===== src/rtl/bitonic_sorter_pkg.sv =====
// Shared constants and elaboration-time helpers for the bitonic sorter and its
// compare-exchange cell.
package bitonic_sorter_pkg;

    localparam int DEFAULT_DATA_WIDTH = 32;
    localparam int DEFAULT_KEY_WIDTH  = 32;
    localparam int DEFAULT_LOG_N      = 3;

    // Number of compare-exchange layers in a full bitonic network of 2**log_n records.
    function automatic int stage_count(input int log_n);
        return log_n * (log_n + 1) / 2;
    endfunction

    function automatic int rec_lsb(input int k, input int data_width);
        return k * data_width;
    endfunction

    // Layer number of merge step at partner distance 2**q inside build phase p.
    function automatic int layer_index(input int p, input int q);
        return p * (p + 1) / 2 + (p - q);
    endfunction

endpackage


===== src/rtl/bitonic_sorter_cas_dir.sv =====
// Combinational compare-exchange of two records on an unsigned key field;
// equal keys are never swapped so paired values stay untouched.
module cas_dir
    import bitonic_sorter_pkg::*;
#(
    parameter int DATA_WIDTH = DEFAULT_DATA_WIDTH,
    parameter int KEY_WIDTH  = DEFAULT_KEY_WIDTH
) (
    input  logic [DATA_WIDTH-1:0] a,
    input  logic [DATA_WIDTH-1:0] b,
    input  logic                  descend,
    output logic [DATA_WIDTH-1:0] first,
    output logic [DATA_WIDTH-1:0] second
);

    logic [KEY_WIDTH-1:0] key_a;
    logic [KEY_WIDTH-1:0] key_b;
    logic                 swap;

    assign key_a  = a[DATA_WIDTH-1 -: KEY_WIDTH];
    assign key_b  = b[DATA_WIDTH-1 -: KEY_WIDTH];
    assign swap   = descend ? (key_a < key_b) : (key_a > key_b);
    assign first  = swap ? b : a;
    assign second = swap ? a : b;

endmodule


===== src/rtl/bitonic_sorter.sv =====
// Fully pipelined bitonic sorting network: one registered compare-exchange layer
// per step, all layers advancing together under a single global enable.
module bitonic_sorter
    import bitonic_sorter_pkg::*;
#(
    parameter int DATA_WIDTH = DEFAULT_DATA_WIDTH,
    parameter int KEY_WIDTH  = DEFAULT_KEY_WIDTH,
    parameter int LOG_N      = DEFAULT_LOG_N
) (
    input  logic                              i_clk,
    input  logic                              i_rst,
    input  logic                              i_valid,
    output logic                              o_ready,
    input  logic                              i_descend,
    input  logic [(1<<LOG_N)*DATA_WIDTH-1:0]  i_data,
    output logic                              o_valid,
    input  logic                              i_ready,
    output logic [(1<<LOG_N)*DATA_WIDTH-1:0]  o_data,
    output logic                              o_descend
);

    localparam int N = 1 << LOG_N;
    localparam int S = stage_count(LOG_N);

    logic [DATA_WIDTH-1:0] layer_data [S][N];
    logic [S-1:0]          layer_valid;
    logic [S-1:0]          layer_desc;

    logic [DATA_WIDTH-1:0] net_in  [S][N];
    logic [DATA_WIDTH-1:0] net_out [S][N];
    logic [S-1:0]          in_desc;
    logic                  en;

    // Reset forces the enable high so upstream never sees a stall while clearing.
    assign en      = !o_valid || i_ready || i_rst;
    assign o_ready = en;

    for (genvar l = 0; l < S; l++) begin : g_layer_in
        if (l == 0) begin : g_first
            assign in_desc[0] = i_descend;
            for (genvar k = 0; k < N; k++) begin : g_rec
                assign net_in[0][k] = i_data[rec_lsb(k, DATA_WIDTH) +: DATA_WIDTH];
            end
        end else begin : g_rest
            assign in_desc[l] = layer_desc[l-1];
            for (genvar k = 0; k < N; k++) begin : g_rec
                assign net_in[l][k] = layer_data[l-1][k];
            end
        end
    end

    // Phase p merges blocks of 2**(p+1); bit p+1 of the index picks the block direction.
    for (genvar p = 0; p < LOG_N; p++) begin : g_phase
        for (genvar qq = 0; qq <= p; qq++) begin : g_step
            localparam int Q = p - qq;
            localparam int L = layer_index(p, Q);
            for (genvar i = 0; i < N; i++) begin : g_pair
                if (((i >> Q) % 2) == 0) begin : g_cas
                    localparam int J        = i + (1 << Q);
                    localparam bit SUB_DESC = ((i >> (p + 1)) % 2) == 1;
                    cas_dir #(
                        .DATA_WIDTH (DATA_WIDTH),
                        .KEY_WIDTH  (KEY_WIDTH)
                    ) u_cas (
                        .a       (net_in[L][i]),
                        .b       (net_in[L][J]),
                        .descend (SUB_DESC ^ in_desc[L]),
                        .first   (net_out[L][i]),
                        .second  (net_out[L][J])
                    );
                end
            end
        end
    end

    always_ff @(posedge i_clk) begin
        if (i_rst) begin
            layer_valid <= '0;
            layer_desc  <= '0;
            for (int l = 0; l < S; l++) begin
                for (int k = 0; k < N; k++) begin
                    layer_data[l][k] <= '0;
                end
            end
        end else if (en) begin
            layer_valid[0] <= i_valid;
            for (int l = 1; l < S; l++) begin
                layer_valid[l] <= layer_valid[l-1];
            end
            for (int l = 0; l < S; l++) begin
                layer_desc[l] <= in_desc[l];
                for (int k = 0; k < N; k++) begin
                    layer_data[l][k] <= net_out[l][k];
                end
            end
        end
    end

    assign o_valid   = layer_valid[S-1];
    assign o_descend = layer_desc[S-1];
    for (genvar k = 0; k < N; k++) begin : g_out
        assign o_data[rec_lsb(k, DATA_WIDTH) +: DATA_WIDTH] = layer_data[S-1][k];
    end

endmodule

===== config.mk =====
export PLATFORM = sky130hd
export DESIGN_NAME = bitonic_sorter
export DESIGN_NICKNAME = d
export VERILOG_FILES = /design/src/rtl/bitonic_sorter_pkg.sv /design/src/rtl/bitonic_sorter_cas_dir.sv /design/src/rtl/bitonic_sorter.sv
export SDC_FILE = /design/constraint.sdc
export NUM_CORES = 2
export LEC_CHECK = 0
export CORE_UTILIZATION = 45
export DETAILED_ROUTE_END_ITERATION = 10
export GPL_TIMING_DRIVEN = 0
export PLACE_DENSITY = 0.72
export SETUP_SLACK_MARGIN = 0.4
export SLEW_MARGIN = 25
export SYNTH_ARGS = -nofsm -noshare
export SYNTH_HDL_FRONTEND = slang
export SYNTH_SLANG_ARGS = --single-unit
export TNS_END_PERCENT = 1

===== constraint.sdc =====
create_clock -name i_clk -period 122.4 [get_ports i_clk]
set_clock_uncertainty 0.05 [all_clocks]
set_input_delay 36.72 -clock i_clk [delete_from_list [all_inputs] [get_ports i_clk]]
set_output_delay 36.72 -clock i_clk [all_outputs]
set_load 0.1 [all_outputs]

==> images/closeup.png <==
Region (209, 299) to (239, 329) um. Cells in grey, sequential cells in the stronger grey; small squares are vias.
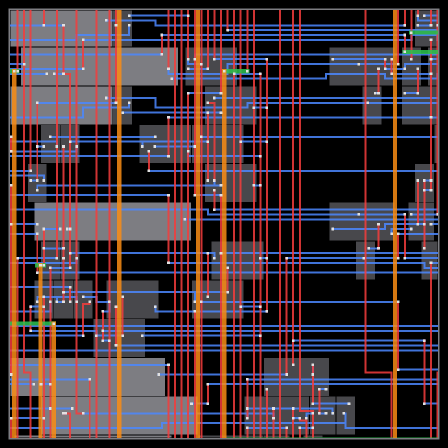
- red: M2
- orange: M4
- green: M3
- blue: M1
- cells with their middle in the window: 38
- sequential cells in the window: 6
- most frequent: nand2_1 (11), mux2i_1 (9), edfxtp_1 (6)
- netlist names of flops here include: layer_data (6)

==> results.toml <==
# generated from flow reports
[critical_path]
reg2reg_to = "layer_data[3][128]"
worstSetupEndpoint = "o_ready"
cp_slowest_stage_delay_ns = 1.24
start_kind = "input pin"
end_kind = "output port"
crit_buf_inv = 6
cp.required_ns = 85.63

[detailed_routing]
drt-wirelength-per-cell_um = 25.9
top_layer = "met5"
antenna_left = 0
met3_length_um = 15900

[timing]
rsz0062_at_grt = "false"
fin_tns_setup_ns = 0

[power_and_ir_drop]
p_per_area_mw_per_mm2 = 25.5

[worst_hold_path]
holdCritStartpoint = "layer_valid[0]"
hold_end = "layer_valid[1]"
holdPathStages = 1
hold_path.class = "flip-flop to flip-flop"

[clock_tree]
cts_max_path_buffers = 3
cts-resized-gates = 0
cts_root_buffer = "clkbuf_16"
htree_levels = 4
cts_tree = "yes"
cts_made_buffers = 168

[yosys]
synth_cells = 7832
ys.flop_type = "edfxtp_1"
aoi_share = 0.0521
muxShareOfSynthArea = 0.168
largest_area_cell = "edfxtp_1"
synth-edff-count = 1536

[cells_and_area]
fin_util = 0.529

[placed_design]
post-place-ws_ns = 45.12
gp_congestion = 1.04
place_area_mm2 = 0.0987

[grt]
grt-ovfl-total = 0
grt_busiest_layer = "met2"

[floorplanning]
core_area_mm2 = 0.198

[status]
outcome = "completed"
==> images/m1.png <==
Drawn at 1 px/um. Supply wires on this layer in grey.
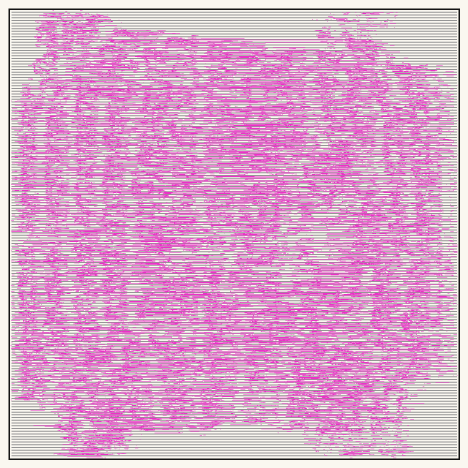
- longest straight run: 122 um
- nets with wire on the layer: 9148
- main direction: horizontal
vias: 62500
met1 global-route usage: 0.378
drt total wl: 293000 um

where the power goes:
group          leakage, nW  switching, mW  internal, mW
combinational         23.3          0.822         0.556
clock                 2.76          0.221         0.310
sequential            18.7         0.0751         0.678
stage by stage:
step | cells | hold WS (ns) | total power [mW]
finish | 11300 | 0.424 | 2.66
global route | 11300 | 0.457 | 2.77
CTS | 11300 | 0.428 | 2.67
detailed placement | 11000 | 0.412 | 2.14
global placement | 11000 | 0.404 | 2.11
floorplan | 7832 | 0.391 | 1.78
cells in the final DEF (no fill, tap or decap), types with 14 or more instances in the layout:
master	count
inv_1	781
mux2i_1	1501
o31ai_1	23
nor2_1	75
nand4_1	93
buf_4	55
o21ai_0	113
buf_2	47
a221o_1	18
buf_16	18
nor2b_1	31
a211oi_1	19
nor3_1	14
clkbuf_1	193
a21oi_1	313
clkdlybuf4s50_1	519
nand3_1	94
buf_6	54
clkbuf_16	170
edfxtp_1	1536
o211ai_1	19
nand2b_1	16
clkinv_1	27
nor4_1	27
a21o_1	55
o21ai_1	46
clkinv_2	16
and4_1	54
bufinv_16	25
a31oi_1	18
nand2_1	1699
ha_1	768
area by class of cell:
| type | instances | area (um^2) |
|---|---|---|
| Fill cell | 16900 | 93100 |
| Sequential cell | 1548 | 46400 |
| Multi-Input combinational cell | 5168 | 38500 |
| Timing Repair Buffer | 539 | 5730 |
| Clock buffer | 195 | 4350 |
| Tap cell | 2640 | 3300 |
| Inverter | 783 | 2950 |
| Buffer | 333 | 1930 |
| Clock inverter | 112 | 1410 |
| Antenna cell | 5 | 12.5 |
cell families after synthesis:
kind of cell	after synthesis
compound gates	740
mux	1501
fa+ha+maj	768
buf+inv	1116
flops	1548
simple gates	2159
flip-flops by register name (all words and copies together) (netlist names):
name,flops
layer_data,1536
layer_desc,6
layer_valid,6
Power figures rest on the tool's default switching activity, not on a simulated workload.
